==> src/rtl/cdb_arbiter_pkg.sv <==
// Shared CDB arbitration definitions: default sizing, FU index map, grant bus type
// and the modular pointer increment used for rotating priority.
package cdb_arbiter_pkg;

   localparam int unsigned CDB_N        = 2;
   localparam int unsigned NUM_ALU      = 3;
   localparam int unsigned NUM_MULT     = 2;
   localparam int unsigned NUM_BRANCH   = 1;
   localparam int unsigned NUM_LDST     = 2;

   // Requester vector is packed ALU, MULT, BRANCH, LDST from bit 0 upward.
   localparam int unsigned FU_ALU_BASE    = 0;
   localparam int unsigned FU_MULT_BASE   = FU_ALU_BASE + NUM_ALU;
   localparam int unsigned FU_BRANCH_BASE = FU_MULT_BASE + NUM_MULT;
   localparam int unsigned FU_LDST_BASE   = FU_BRANCH_BASE + NUM_BRANCH;
   localparam int unsigned NUM_FU_TOTAL   = FU_LDST_BASE + NUM_LDST;

   localparam int unsigned CDB_AGE_MAX  = 4;

   typedef logic [CDB_N-1:0][NUM_FU_TOTAL-1:0] CDB_GNT;

   // Explicit wrap so the requester count need not be a power of two.
   function automatic int unsigned wrap_inc(input int unsigned idx, input int unsigned n);
      return (idx + 1 >= n) ? 0 : idx + 1;
   endfunction

endpackage

==> src/rtl/cdb_arbiter_if.sv <==
// Arbiter <-> FU/CDB bundle: requests and flush in, per-slot grants,
// backpressure and the registered slot selection out.
interface cdb_arbiter_if #(
   parameter int unsigned N       = 2,
   parameter int unsigned NUM_REQ = 8,
   parameter int unsigned IDX_W   = 3
);
   logic                          flush;
   logic [NUM_REQ-1:0]            fu_req;
   logic [N-1:0][NUM_REQ-1:0]     complete_gnt_bus;
   logic [NUM_REQ-1:0]            fu_free;
   logic [N-1:0]                  cdb_sel_valid;
   logic [N-1:0][IDX_W-1:0]       cdb_sel_idx;

   modport master (
      input  flush, fu_req,
      output complete_gnt_bus, fu_free, cdb_sel_valid, cdb_sel_idx
   );

   modport slave (
      output flush, fu_req,
      input  complete_gnt_bus, fu_free, cdb_sel_valid, cdb_sel_idx
   );
endinterface

==> src/rtl/cdb_prio_picker.sv <==
// Combinational picker: returns up to K set bits of req_i, scanning upward from
// base_i with wrap; pick k is the k-th set bit encountered.
module cdb_prio_picker #(
   parameter int unsigned NUM_REQ = 8,
   parameter int unsigned K       = 2,
   parameter int unsigned IDX_W   = 3
) (
   input  logic [NUM_REQ-1:0]     req_i,
   input  logic [IDX_W-1:0]       base_i,
   output logic [K-1:0]           pick_valid_o,
   output logic [K-1:0][IDX_W-1:0] pick_idx_o
);
   localparam int unsigned KW = (K > 1) ? $clog2(K) : 1;

   always_comb begin
      int unsigned cnt;
      int unsigned pos;
      cnt          = 0;
      pos          = 0;
      pick_valid_o = '0;
      pick_idx_o   = '0;
      for (int unsigned i = 0; i < NUM_REQ; i++) begin
         pos = 32'(base_i) + i;
         if (pos >= NUM_REQ) begin
            pos = pos - NUM_REQ;
         end
         if (req_i[pos[IDX_W-1:0]] && (cnt < K)) begin
            pick_valid_o[cnt[KW-1:0]] = 1'b1;
            pick_idx_o[cnt[KW-1:0]]   = IDX_W'(pos);
            cnt = cnt + 1;
         end
      end
   end
endmodule

==> src/rtl/cdb_arbiter.sv <==
// CDB slot arbiter: starving FUs first (lowest index wins), then rotating priority
// from ptr; registers the slot->FU selection for the following cycle.
module cdb_arbiter
   import cdb_arbiter_pkg::*;
#(
   parameter int unsigned N       = CDB_N,
   parameter int unsigned NUM_REQ = NUM_FU_TOTAL,
   parameter int unsigned AGE_MAX = CDB_AGE_MAX,
   parameter int unsigned IDX_W   = (NUM_REQ > 1) ? $clog2(NUM_REQ) : 1
) (
   input  logic          clk_i,
   input  logic          rst_ni,
   cdb_arbiter_if.master bus
);
   localparam int unsigned AGE_W = $clog2(AGE_MAX + 1);
   localparam int unsigned KW    = (N > 1) ? $clog2(N) : 1;

   logic [NUM_REQ-1:0]            starving;
   logic [NUM_REQ-1:0]            p1_mask;
   logic [N-1:0]                  p1_valid, p2_valid;
   logic [N-1:0][IDX_W-1:0]       p1_idx, p2_idx;
   logic [N-1:0]                  slot_valid;
   logic [N-1:0][IDX_W-1:0]       slot_idx;
   logic                          p2_any;
   logic [IDX_W-1:0]              p2_last;
   logic [NUM_REQ-1:0]            granted;
   logic                          active;

   logic [IDX_W-1:0]              ptr_q, ptr_d;
   logic [NUM_REQ-1:0][AGE_W-1:0] age_q, age_d;
   logic [N-1:0]                  sel_valid_q;
   logic [N-1:0][IDX_W-1:0]       sel_idx_q;

   // Grants are suppressed outright while in reset or squashing.
   assign active = rst_ni && !bus.flush;

   for (genvar gi = 0; gi < NUM_REQ; gi++) begin : g_req
      assign starving[gi] = bus.fu_req[gi] && (age_q[gi] == AGE_W'(AGE_MAX));
      assign age_d[gi]    = (!bus.fu_req[gi] || granted[gi]) ? '0 :
                            (age_q[gi] == AGE_W'(AGE_MAX))   ? age_q[gi] :
                            age_q[gi] + AGE_W'(1);
   end

   cdb_prio_picker #(.NUM_REQ(NUM_REQ), .K(N), .IDX_W(IDX_W)) u_phase1 (
      .req_i        (starving),
      .base_i       ('0),
      .pick_valid_o (p1_valid),
      .pick_idx_o   (p1_idx)
   );

   always_comb begin
      p1_mask = '0;
      for (int unsigned k = 0; k < N; k++) begin
         p1_mask = p1_mask | (NUM_REQ'(p1_valid[k]) << p1_idx[k]);
      end
   end

   cdb_prio_picker #(.NUM_REQ(NUM_REQ), .K(N), .IDX_W(IDX_W)) u_phase2 (
      .req_i        (bus.fu_req & ~p1_mask),
      .base_i       (ptr_q),
      .pick_valid_o (p2_valid),
      .pick_idx_o   (p2_idx)
   );

   // Phase-1 picks are packed from slot 0, so Phase-2 picks fill the slots after them.
   always_comb begin
      logic [KW:0] j;
      j          = '0;
      slot_valid = '0;
      slot_idx   = '0;
      p2_any     = 1'b0;
      p2_last    = '0;
      for (int unsigned k = 0; k < N; k++) begin
         if (p1_valid[k]) begin
            slot_valid[k] = 1'b1;
            slot_idx[k]   = p1_idx[k];
         end else begin
            if (p2_valid[j[KW-1:0]]) begin
               slot_valid[k] = 1'b1;
               slot_idx[k]   = p2_idx[j[KW-1:0]];
               p2_any        = 1'b1;
               p2_last       = p2_idx[j[KW-1:0]];
            end
            j = j + 1'b1;
         end
      end
   end

   always_comb begin
      granted = '0;
      for (int unsigned k = 0; k < N; k++) begin
         granted = granted | (NUM_REQ'(slot_valid[k]) << slot_idx[k]);
      end
   end

   for (genvar gi = 0; gi < N; gi++) begin : g_slot
      assign bus.complete_gnt_bus[gi] = (active && slot_valid[gi]) ?
                                        (NUM_REQ'(1) << slot_idx[gi]) : '0;
   end

   assign bus.fu_free       = active ? (~bus.fu_req | granted) : '1;
   assign bus.cdb_sel_valid = sel_valid_q;
   assign bus.cdb_sel_idx   = sel_idx_q;

   assign ptr_d = p2_any ? IDX_W'(wrap_inc(32'(p2_last), NUM_REQ)) : ptr_q;

   always_ff @(posedge clk_i or negedge rst_ni) begin
      if (!rst_ni) begin
         ptr_q       <= '0;
         age_q       <= '0;
         sel_valid_q <= '0;
         sel_idx_q   <= '0;
      end else if (bus.flush) begin
         sel_valid_q <= '0;
         age_q       <= '0;
      end else begin
         ptr_q       <= ptr_d;
         age_q       <= age_d;
         sel_valid_q <= slot_valid;
         sel_idx_q   <= slot_idx;
      end
   end
endmodule
==> src/flat_wrapper.sv <==
// flat-port wrapper written by rule: the top's interface ports become plain ports
module cdb_arbiter_flat import cdb_arbiter_pkg::*;
#(
   parameter int unsigned N       = CDB_N,
   parameter int unsigned NUM_REQ = NUM_FU_TOTAL,
   parameter int unsigned AGE_MAX = CDB_AGE_MAX,
   parameter int unsigned IDX_W   = (NUM_REQ > 1) ? $clog2(NUM_REQ) : 1
)
  (clk_i, rst_ni, bus_flush, bus_fu_req, bus_complete_gnt_bus, bus_fu_free, bus_cdb_sel_valid, bus_cdb_sel_idx);
  cdb_arbiter_if #(.N(N), .NUM_REQ(NUM_REQ), .IDX_W(IDX_W)) bus_i ();
  input  logic clk_i;
  input  logic rst_ni;
  input wire logic [$bits(bus_i.flush)-1:0] bus_flush;
  input wire logic [$bits(bus_i.fu_req)-1:0] bus_fu_req;
  output wire logic [$bits(bus_i.complete_gnt_bus)-1:0] bus_complete_gnt_bus;
  output wire logic [$bits(bus_i.fu_free)-1:0] bus_fu_free;
  output wire logic [$bits(bus_i.cdb_sel_valid)-1:0] bus_cdb_sel_valid;
  output wire logic [$bits(bus_i.cdb_sel_idx)-1:0] bus_cdb_sel_idx;
  assign bus_i.flush = bus_flush;
  assign bus_i.fu_req = bus_fu_req;
  assign bus_complete_gnt_bus = bus_i.complete_gnt_bus;
  assign bus_fu_free = bus_i.fu_free;
  assign bus_cdb_sel_valid = bus_i.cdb_sel_valid;
  assign bus_cdb_sel_idx = bus_i.cdb_sel_idx;
  cdb_arbiter #(.N(N), .NUM_REQ(NUM_REQ), .AGE_MAX(AGE_MAX), .IDX_W(IDX_W)) u_core (.clk_i(clk_i), .rst_ni(rst_ni), .bus(bus_i));
endmodule
==> config.mk <==
export PLATFORM = sky130hd
export DESIGN_NAME = cdb_arbiter_flat
export DESIGN_NICKNAME = d
export VERILOG_FILES = /design/src/rtl/cdb_arbiter_pkg.sv /design/src/rtl/cdb_arbiter_if.sv /design/src/rtl/cdb_prio_picker.sv /design/src/rtl/cdb_arbiter.sv /design/src/flat_wrapper.sv
export SDC_FILE = /design/constraint.sdc
export NUM_CORES = 1
export LEC_CHECK = 0
export CORE_UTILIZATION = 55
export DETAILED_ROUTE_END_ITERATION = 8
export PLACE_DENSITY = 0.71
export SYNTH_ARGS = -nofsm -noshare
export SYNTH_HDL_FRONTEND = slang
export SYNTH_SLANG_ARGS = --single-unit
==> constraint.sdc <==
create_clock -name clk_i -period 55.3 [get_ports clk_i]
set_input_delay 13.825 -clock clk_i [delete_from_list [all_inputs] [get_ports clk_i]]
set_output_delay 13.825 -clock clk_i [all_outputs]
set_load 0.005 [all_outputs]
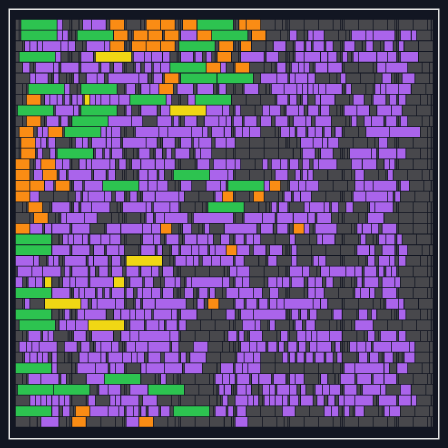
Fig. 1. Cell classes on the final placement (run 1).
Fill, decap, tap and diode cells in gray.
Green stands for sequential cells, cells 35, share of their area 13%. Orange stands for remaining buffers and delay cells, cells 50, share of their area 7.2%. Purple stands for remaining logic cells, cells 749, share of their area 78%. Yellow stands for clock drivers and dummy loads, cells 8, share of their area 2.1%.
final instance area: 6820 µm²
sequential cell area share: 12.9%
fin util: 62.3%
# rows: 38
Core Region: 10900 µm²

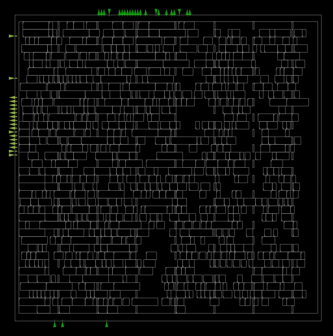
Fig. 2. Cell outlines without signal wires (run 1).
final std cells w/o fill: 982
Filler cells: 989
TAP cells: 140
seq_cells: 35

==> reports/summary.txt, run 1 <==
Async set-reset flop share out of synthesis - 100%
Crit Path Max Fanout - 13
Top Usage Layer GRT - met2
Finish-stage setup viols - 0
First-pass DRT Iterations - 9
GR Util met3 - 5.36%
CTS tree - done
Pre-CTS setup slack - 12020 ps
Yosys cell count - 823
Largest area class, layout - multi-input combinational cells
Top Family by Delay on Critical Path - AND-OR/OR-AND gates
Gr usage total - 38.0%
Hold wc startpoint - u_core.bus.cdb_sel_idx[2]
Antenna-violating nets left - 0
H-tree depth - 2
Synthesized area per cell - 7.57 µm²
CP arrival - 29860 ps
Final Hold Fails - 0
Hold_ws - 503 ps
Top cell excl fill/tap - nand2_1
Post-synth EDFFs - 0
Drt via density - 7.14
Max reg flops - 24
Tool warnings - 46
Adder Area Share - 8.96%
Final Max Slew Viols - 0
Logic area - 4990 µm²
Ys flops - 35
Min Clock Period, post-route - 43680 ps
Status - completed
Mux area share - 3.84%
Reg2reg setup slack - 39590 ps
Critical path class - in2out
Yosys top cell by instances - nand2_1
Depth of the worst register-to-register path - 55
Commonest non-fill, non-tap cells in the layout - nand2_1 (84), nor2_1 (80), nand3_1 (47), nor3_1 (44), ha_1 (43)
Buffering overhead - 6.98%
XOR/XNOR Fraction of Synth Area - 2.53%
Die Area - 11800 µm²
Synth-to-Final Area Change - 9.38%
Initial core utilization - 57.0%
Chip Area, Yosys - 6230 µm²
DRC - 0
Synth area leader - dfrtp_1
Clock-pin transition on the worst setup and hold timing paths - 60 ps
Hold Path Sink - u_core.bus.cdb_sel_idx[2]
RSZ-0062 raised after global routing - false
Worst setup margin - 11620 ps
CTS Sinks - 35
Cell count after placement - 974
Cycle use final - 79.0%
Reg with most FFs - u_core.age_q
Post-DP Area - 6670 µm²
First-pass GRT wire length - 34700 µm
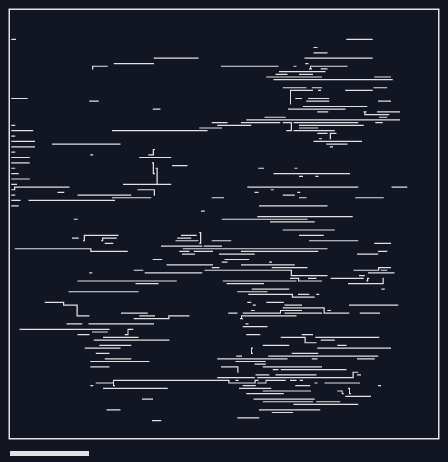
Fig. 3. Signal wires on met3 (run 1).
Scale bar: 20 µm.
157 nets have wire on it. The wires run mostly horizontal. The layer carries 1850 µm of wire. The longest straight run is 38.6 µm.

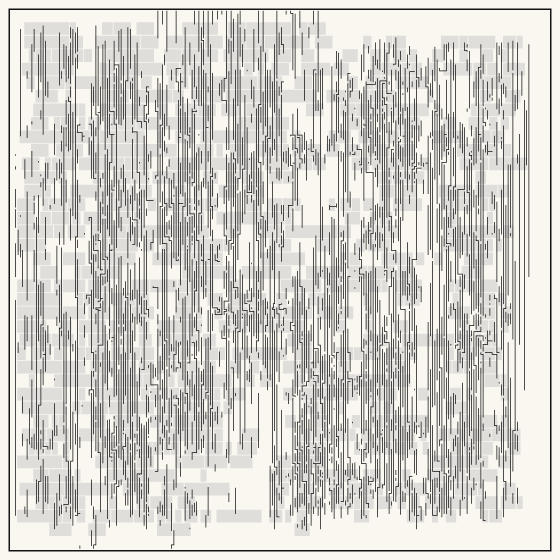
Fig. 4. Signal wires on met2 (run 1).
Cells faint in the background.
793 nets have wire on it. The layer holds 47% of the routed length. The wires run mostly vertical.
DR vias: 7009
GRT met2 Usage: 64.6%
WL final: 21900 µm

Fig. 5: run 1, nets reached from selected ports
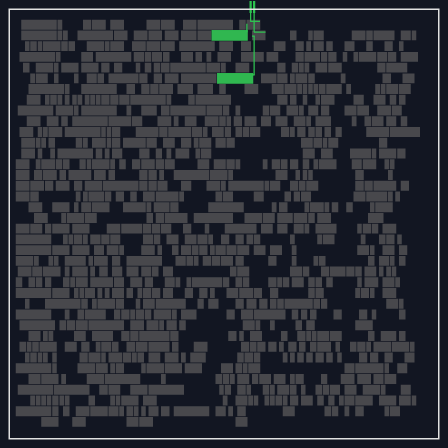

==> run 2: changes to the inputs <==
Settings changed: PLACE_DENSITY 0.71 to 0.74.
Clock period 55.3 ns to 39.6 ns, I/O delays scaled along.
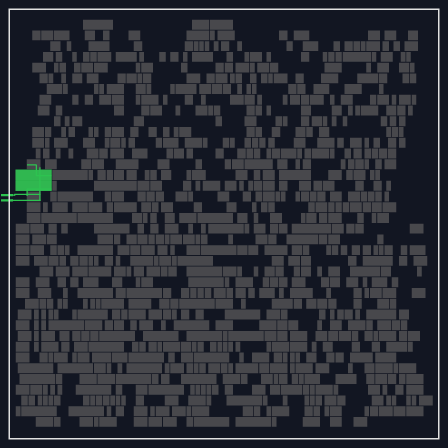
Fig. 6. Nets reached from selected ports (run 2).
Green stands for bus_cdb_sel_valid, bits 2, direction output, end cells 2, buffers 2, wire 39.1 µm.

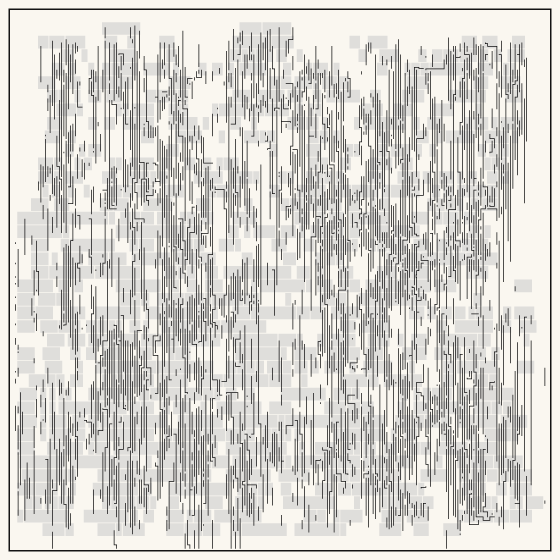
Fig. 7. Signal wires on met2 (run 2).
Cells faint in the background.
GRT met2 Usage: 57.8%
DR vias: 7071
WL final: 21800 µm

==> reports/summary.txt, run 2 <==
Status - completed
Clock-pin transition on the worst setup and hold timing paths - 60 ps
Initial core utilization - 57.0%
Commonest non-fill, non-tap cells in the layout - nand2_1 (84), nor2_1 (80), nand3_1 (47), nor3_1 (44), ha_1 (43)
Top cell excl fill/tap - nand2_1
Die Area - 11800 µm²
Pre-CTS setup slack - 4100 ps
TAP cells - 140
Final std cells w/o fill - 979
Hold wc startpoint - u_core.bus.cdb_sel_idx[0]
First-pass DRT Iterations - 5
CTS tree - done
Yosys top cell by instances - nand2_1
RSZ-0062 raised after global routing - false
Ys flops - 35
Async set-reset flop share out of synthesis - 100%
Crit Path Max Fanout - 13
Buffering overhead - 6.63%
Hold Path Sink - u_core.bus.cdb_sel_idx[0]
Hold_ws - 521 ps
Post-DP Area - 6650 µm²
Fin util - 62.4%
Finish-stage setup viols - 0
H-tree depth - 2
Reg2reg setup slack - 23630 ps
Min Clock Period, post-route - 36120 ps
Final instance area - 6830 µm²
DRC - 0
Reg with most FFs - u_core.age_q
Chip Area, Yosys - 6230 µm²
Fin Setup TNS - 0 ps
Avg WL per Cell - 22.3 µm
Drt via density - 7.22
Post-CTS setup buffer count - 0
Filler cells - 1001
Top Family by Delay on Critical Path - AND-OR/OR-AND gates
Antenna-violating nets left - 0
First-pass GRT wire length - 35000 µm
Yosys cell count - 823
Depth of the worst register-to-register path - 57
Max reg flops - 24
GR Util met3 - 6.39%
Mux area share - 3.84%
Core Region - 10900 µm²
Clock latency on the worst-skew pair - 290 ps
Synthesized area per cell - 7.57 µm²
XOR/XNOR Fraction of Synth Area - 2.53%
Max-cap viol count - 0
Adder Area Share - 8.96%
Final Hold Fails - 0
Worst setup margin - 3480 ps
Synth-to-Final Area Change - 9.60%
# rows - 38
Sequential cell area share - 12.8%
Cycle use final - 91.2%
Seq_cells - 35
Final Max Slew Viols - 0
Logic area - 4990 µm²
Critical path class - in2out
Gr usage total - 37.8%
R2R Path Start - u_core.age_q[3]
CP arrival - 26220 ps
==> run 3: changes to the inputs <==
Settings changed: CTS_CLUSTER_DIAMETER from default to 30.
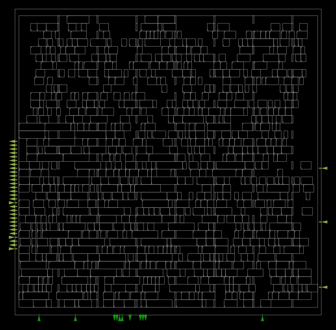
Fig. 8. Cell outlines without signal wires (run 3).
final std cells w/o fill: 979
Filler cells: 1001

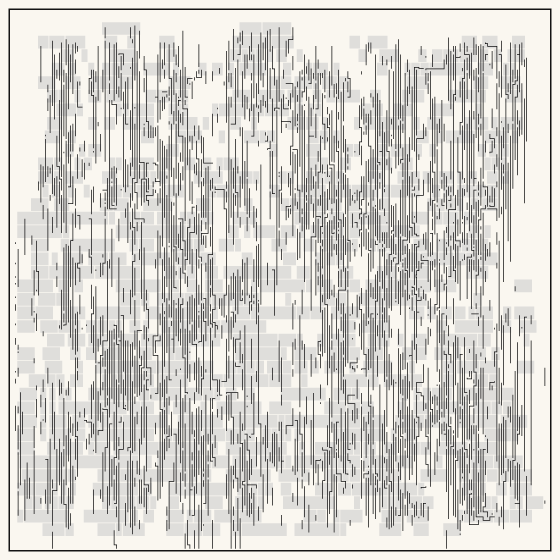
Fig. 9. Signal wires on met2 (run 3).
Cells faint in the background.

==> reports/summary.txt, run 3 <==
R2R Path Start - u_core.age_q[3]
CP arrival - 26220 ps
First-pass DRT Iterations - 5
Antenna-violating nets left - 0
Drt via density - 7.22
Adder Area Share - 8.96%
Top cell excl fill/tap - nand2_1
DR vias - 7071
Yosys cell count - 823
Mux area share - 3.84%
Depth of the worst register-to-register path - 57
Post-DP Area - 6650 µm²
Commonest non-fill, non-tap cells in the layout - nand2_1 (84), nor2_1 (80), nand3_1 (47), nor3_1 (44), ha_1 (43)
Worst setup margin - 3480 ps
Top Usage Layer GRT - met2
Post-synth EDFFs - 0
# rows - 38
H-tree depth - 2
Cycle use final - 91.2%
Chip Area, Yosys - 6230 µm²
Reg with most FFs - u_core.age_q
Final instance area - 6830 µm²
Hold wc startpoint - u_core.bus.cdb_sel_idx[0]
Reg2reg setup slack - 23630 ps
Gr usage total - 37.8%
Clock latency on the worst-skew pair - 290 ps
Core Region - 10900 µm²
Clock-pin transition on the worst setup and hold timing paths - 60 ps
Hold_ws - 521 ps
Synth-to-Final Area Change - 9.60%
Synth area leader - dfrtp_1
Final Max Slew Viols - 0
Cell count after placement - 971
Ys flops - 35
Post-CTS setup buffer count - 0
Tool warnings - 46
Buffering overhead - 6.63%
Fin Setup TNS - 0 ps
Yosys top cell by instances - nand2_1
XOR/XNOR Fraction of Synth Area - 2.53%
Pre-CTS setup slack - 4100 ps
Sequential cell area share - 12.8%
Max-cap viol count - 0
Final Hold Fails - 0
Synthesized area per cell - 7.57 µm²
Initial core utilization - 57.0%
Crit Path Max Fanout - 13
RSZ-0062 raised after global routing - false
Seq_cells - 35
Status - completed
Min Clock Period, post-route - 36120 ps
Async set-reset flop share out of synthesis - 100%
Die Area - 11800 µm²
DRC - 0
Max reg flops - 24
Critical path class - in2out
